<file path="src/rtl/serial_addsub_pkg.sv">
// Shared types for the chunk-serial adder/subtractor: FSM states and op encodings.
package serial_addsub_pkg;

  typedef enum logic [1:0] {
    IDLE = 2'd0,
    CALC = 2'd1,
    DONE = 2'd2
  } state_t;

  localparam logic OP_ADD = 1'b0;
  localparam logic OP_SUB = 1'b1;

endpackage

</file>
<file path="src/rtl/addsub_slice.sv">
// CHUNK-bit combinational ripple-carry adder; also exposes the carry into its top bit
// so the parent can derive signed overflow on the final chunk.
module addsub_slice #(
  parameter int CHUNK = 2
) (
  input  logic [CHUNK-1:0] x,
  input  logic [CHUNK-1:0] y,
  input  logic             cin,
  output logic [CHUNK-1:0] s,
  output logic             cout,
  output logic             c_msb_in
);

  logic [CHUNK:0] c;

  always_comb begin
    c    = '0;
    s    = '0;
    c[0] = cin;
    for (int i = 0; i < CHUNK; i++) begin
      s[i]   = x[i] ^ y[i] ^ c[i];
      c[i+1] = (x[i] & y[i]) | (c[i] & (x[i] ^ y[i]));
    end
  end

  assign cout     = c[CHUNK];
  assign c_msb_in = c[CHUNK-1];

endmodule

</file>
<file path="src/rtl/serial_addsub.sv">
// Chunk-serial add/subtract: CHUNK bits per clock, result after WIDTH/CHUNK cycles.
// Optional build macro SERIAL_ADDSUB_SATURATE_EN clamps the result on signed overflow.
module serial_addsub
  import serial_addsub_pkg::*;
#(
  parameter int WIDTH = 8,
  parameter int CHUNK = 2
) (
  input  logic             clk,
  input  logic             rst_n,
  input  logic             in_valid,
  output logic             in_ready,
  input  logic             op,
  input  logic [WIDTH-1:0] a,
  input  logic [WIDTH-1:0] b,
  output logic             out_valid,
  input  logic             out_ready,
  output logic [WIDTH-1:0] result,
  output logic             carry_out,
  output logic             overflow
);

  localparam int N  = WIDTH / CHUNK;
  localparam int CW = (N > 1) ? $clog2(N) : 1;

  generate
    if (CHUNK < 1 || WIDTH < 2 || WIDTH > 64 || (WIDTH % CHUNK) != 0) begin : g_bad_cfg
      $error("serial_addsub: WIDTH must be 2..64 and a multiple of CHUNK");
    end
  endgenerate

`ifdef SERIAL_ADDSUB_SATURATE_EN
  // On overflow the wrapped MSB is the inverse of the true sign.
  function automatic logic [WIDTH-1:0] saturate(input logic [WIDTH-1:0] sum, input logic ovf);
    logic [WIDTH-1:0] r;
    r = sum;
    if (ovf) begin
      r          = sum[WIDTH-1] ? '1 : '0;
      r[WIDTH-1] = ~sum[WIDTH-1];
    end
    return r;
  endfunction
`endif

  state_t           state_q, state_d;
  logic [CW-1:0]    cnt_q, cnt_d;
  logic [WIDTH-1:0] a_q, a_d;
  logic [WIDTH-1:0] b_q, b_d;
  logic             carry_q, carry_d;
  logic [WIDTH-1:0] result_q, result_d;
  logic             cout_q, cout_d;
  logic             ovf_q, ovf_d;

  logic [CHUNK-1:0] x_sel, y_sel, s_w;
  logic             cout_w, cmsb_w;
  logic [WIDTH-1:0] merged;
  logic             last, accept;

  always_comb begin
    x_sel  = '0;
    y_sel  = '0;
    merged = result_q;
    for (int i = 0; i < N; i++) begin
      if (cnt_q == CW'(i)) begin
        x_sel                     = a_q[i*CHUNK +: CHUNK];
        y_sel                     = b_q[i*CHUNK +: CHUNK];
        merged[i*CHUNK +: CHUNK]  = s_w;
      end
    end
  end

  addsub_slice #(.CHUNK(CHUNK)) u_slice (
    .x        (x_sel),
    .y        (y_sel),
    .cin      (carry_q),
    .s        (s_w),
    .cout     (cout_w),
    .c_msb_in (cmsb_w)
  );

  assign last     = (cnt_q == CW'(N - 1));
  assign in_ready = (state_q == IDLE) || ((state_q == DONE) && out_ready);
  assign accept   = in_valid && in_ready;

  always_comb begin
    state_d  = state_q;
    cnt_d    = cnt_q;
    a_d      = a_q;
    b_d      = b_q;
    carry_d  = carry_q;
    result_d = result_q;
    cout_d   = cout_q;
    ovf_d    = ovf_q;
    case (state_q)
      IDLE: ;
      CALC: begin
        carry_d  = cout_w;
        result_d = merged;
        cnt_d    = cnt_q + CW'(1);
        if (last) begin
          cnt_d   = '0;
          state_d = DONE;
          cout_d  = cout_w;
          ovf_d   = cout_w ^ cmsb_w;
`ifdef SERIAL_ADDSUB_SATURATE_EN
          result_d = saturate(merged, cout_w ^ cmsb_w);
`endif
        end
      end
      DONE: begin
        if (out_ready) state_d = IDLE;
      end
      default: state_d = IDLE;
    endcase
    // Subtract is a + ~b + 1: invert b once at accept and seed the carry with op.
    if (accept) begin
      a_d     = a;
      b_d     = b ^ {WIDTH{op == OP_SUB}};
      carry_d = (op == OP_SUB);
      cnt_d   = '0;
      state_d = CALC;
    end
  end

  always_ff @(posedge clk or negedge rst_n) begin
    if (!rst_n) begin
      state_q  <= IDLE;
      cnt_q    <= '0;
      a_q      <= '0;
      b_q      <= '0;
      carry_q  <= 1'b0;
      result_q <= '0;
      cout_q   <= 1'b0;
      ovf_q    <= 1'b0;
    end else begin
      state_q  <= state_d;
      cnt_q    <= cnt_d;
      a_q      <= a_d;
      b_q      <= b_d;
      carry_q  <= carry_d;
      result_q <= result_d;
      cout_q   <= cout_d;
      ovf_q    <= ovf_d;
    end
  end

  assign out_valid = (state_q == DONE);
  assign result    = result_q;
  assign carry_out = cout_q;
  assign overflow  = ovf_q;

endmodule

</file>
<file path="config.mk">
export PLATFORM = sky130hd
export DESIGN_NAME = serial_addsub
export DESIGN_NICKNAME = d
export VERILOG_FILES = /design/src/rtl/serial_addsub_pkg.sv /design/src/rtl/addsub_slice.sv /design/src/rtl/serial_addsub.sv
export SDC_FILE = /design/constraint.sdc
export NUM_CORES = 1
export LEC_CHECK = 0
export ABC_CLOCK_PERIOD_IN_PS = 3900
export CAP_MARGIN = 20
export CORE_ASPECT_RATIO = 2
export CORE_UTILIZATION = 50
export CTS_CLUSTER_DIAMETER = 200
export CTS_CLUSTER_SIZE = 8
export DETAILED_ROUTE_END_ITERATION = 12
export PLACE_DENSITY = 0.85
export RECOVER_POWER = 50
export SYNTH_ARGS = -nofsm -noshare
export SYNTH_HDL_FRONTEND = slang
export SYNTH_SLANG_ARGS = --single-unit
</file>
<file path="constraint.sdc">
create_clock -name clk -period 3.9 [get_ports clk]
set_input_delay 0.39 -clock clk [delete_from_list [all_inputs] [get_ports clk]]
set_output_delay 0.39 -clock clk [all_outputs]
set_load 0.005 [all_outputs]
</file>
==> GITHUB_STEP_SUMMARY <==
### Flow metrics

| Metric | Value |
|---|---|
| Power in sequential cells | `0.597 mW` |
| Setup crit start kind | `register` |
| Hold Vio Cnt, Final | `0` |
| Filler cells | `241` |
| TritonCTS buffer count | `5` |
| Synth Instances | `around 130` |
| Peak VDD IR | `roughly 0.49 mV` |
| Mux area share | `0.198` |
| Num Clock Sinks | `31` |
| Clock Skews | `0.00300 ns` |
| Sequential share of power | `0.350` |
| Post-synth EDFFs | `0` |
| Diode count | `0` |
| Internal power component | `roughly 1.1 mW` |
| Setup_tns | `0 ns` |
| Main power group | `combinational logic` |
| Commonest Layout Cell | `dfrtp_1` |
| Core Rows | `28` |
| Top cell area share | `0.502` |
| Period utilization | `0.737` |
| Max-Cap Viols | `1` |
| Switch Pwr | `between 0.6 and 0.7 mW` |
| Largest net degree at the start of global routing | `32` |
| Asr flop ratio synth | `1.00` |
| DRT Wirelength | `3180 um` |
| Final slew viol count | `32` |
| Antenna violations before repair | `0` |
| DR iter-0 viols | `34` |
| Switching power share of the total | `0.359` |
| Status | `finished, violations left` |
| Die area | `3330 um^2` |
| Max H-tree Level | `2` |
| Failing checks | `capacitance limit, slew limit` |
| Gp weighted congestion | `between 0.8 and 0.9` |
| FP Core Util | `0.525` |
| GRT overflow | `0` |
| Synth warn | `0` |
| Area after DPL | `1880 um^2` |
| Critical Path Start | `cnt_q[0]` |
| Vias/cell | `roughly 5.7` |
| Synth flops | `31` |
## routing by layer
layer / share of wire / track usage / wire (um)
met1: 0.32 / 0.219 / 1020
met2: 0.57 / 0.408 / 1820
met3: 0.043 / 0.0580 / 137
met4: 0.061 / 0.158 / 193
met5: 0 / 0 / 0
## cell type report
| class | count | area, um^2 | area share |
|---|---|---|---|
| Sequential cell | 31 | 776 | 0.399 |
| Multi-Input combinational cell | 83 | 708 | 0.364 |
| Timing Repair Buffer | 34 | 328 | 0.169 |
| Clock buffer | 6 | 72.6 | 0.0373 |
| Tap cell | 30 | 37.5 | 0.0193 |
| Inverter | 6 | 22.5 | 0.0116 |
Clock nets:
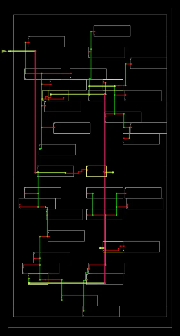
clk_lat worst skew: 0.28 ns
Power Clock: 0.222 mW
Flops: 31
clock buffers: 6

Supply network:
Drawn at 6 px/um. Pins as bars on the die edge.
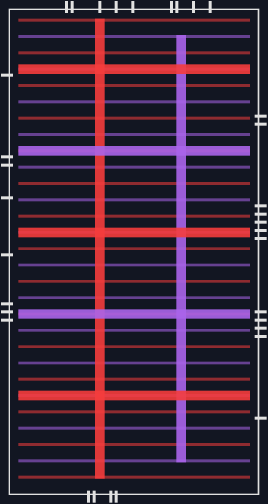
| color | net |
|---|---|
| red | VSS |
| purple | VDD |
rows: 28
met1 rails: 29
met4 straps: 2
met5 straps: 5

Signal wires on met2:
Drawn at 6 px/um.
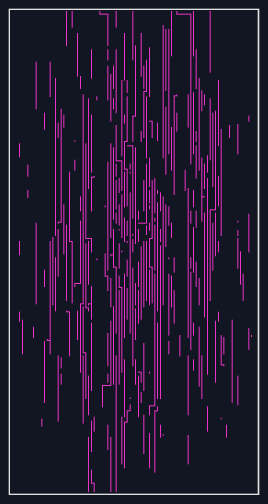
main direction: vertical
wire length on this layer: 1820 um

Power figures rest on the tool's default switching activity, not on a simulated workload.
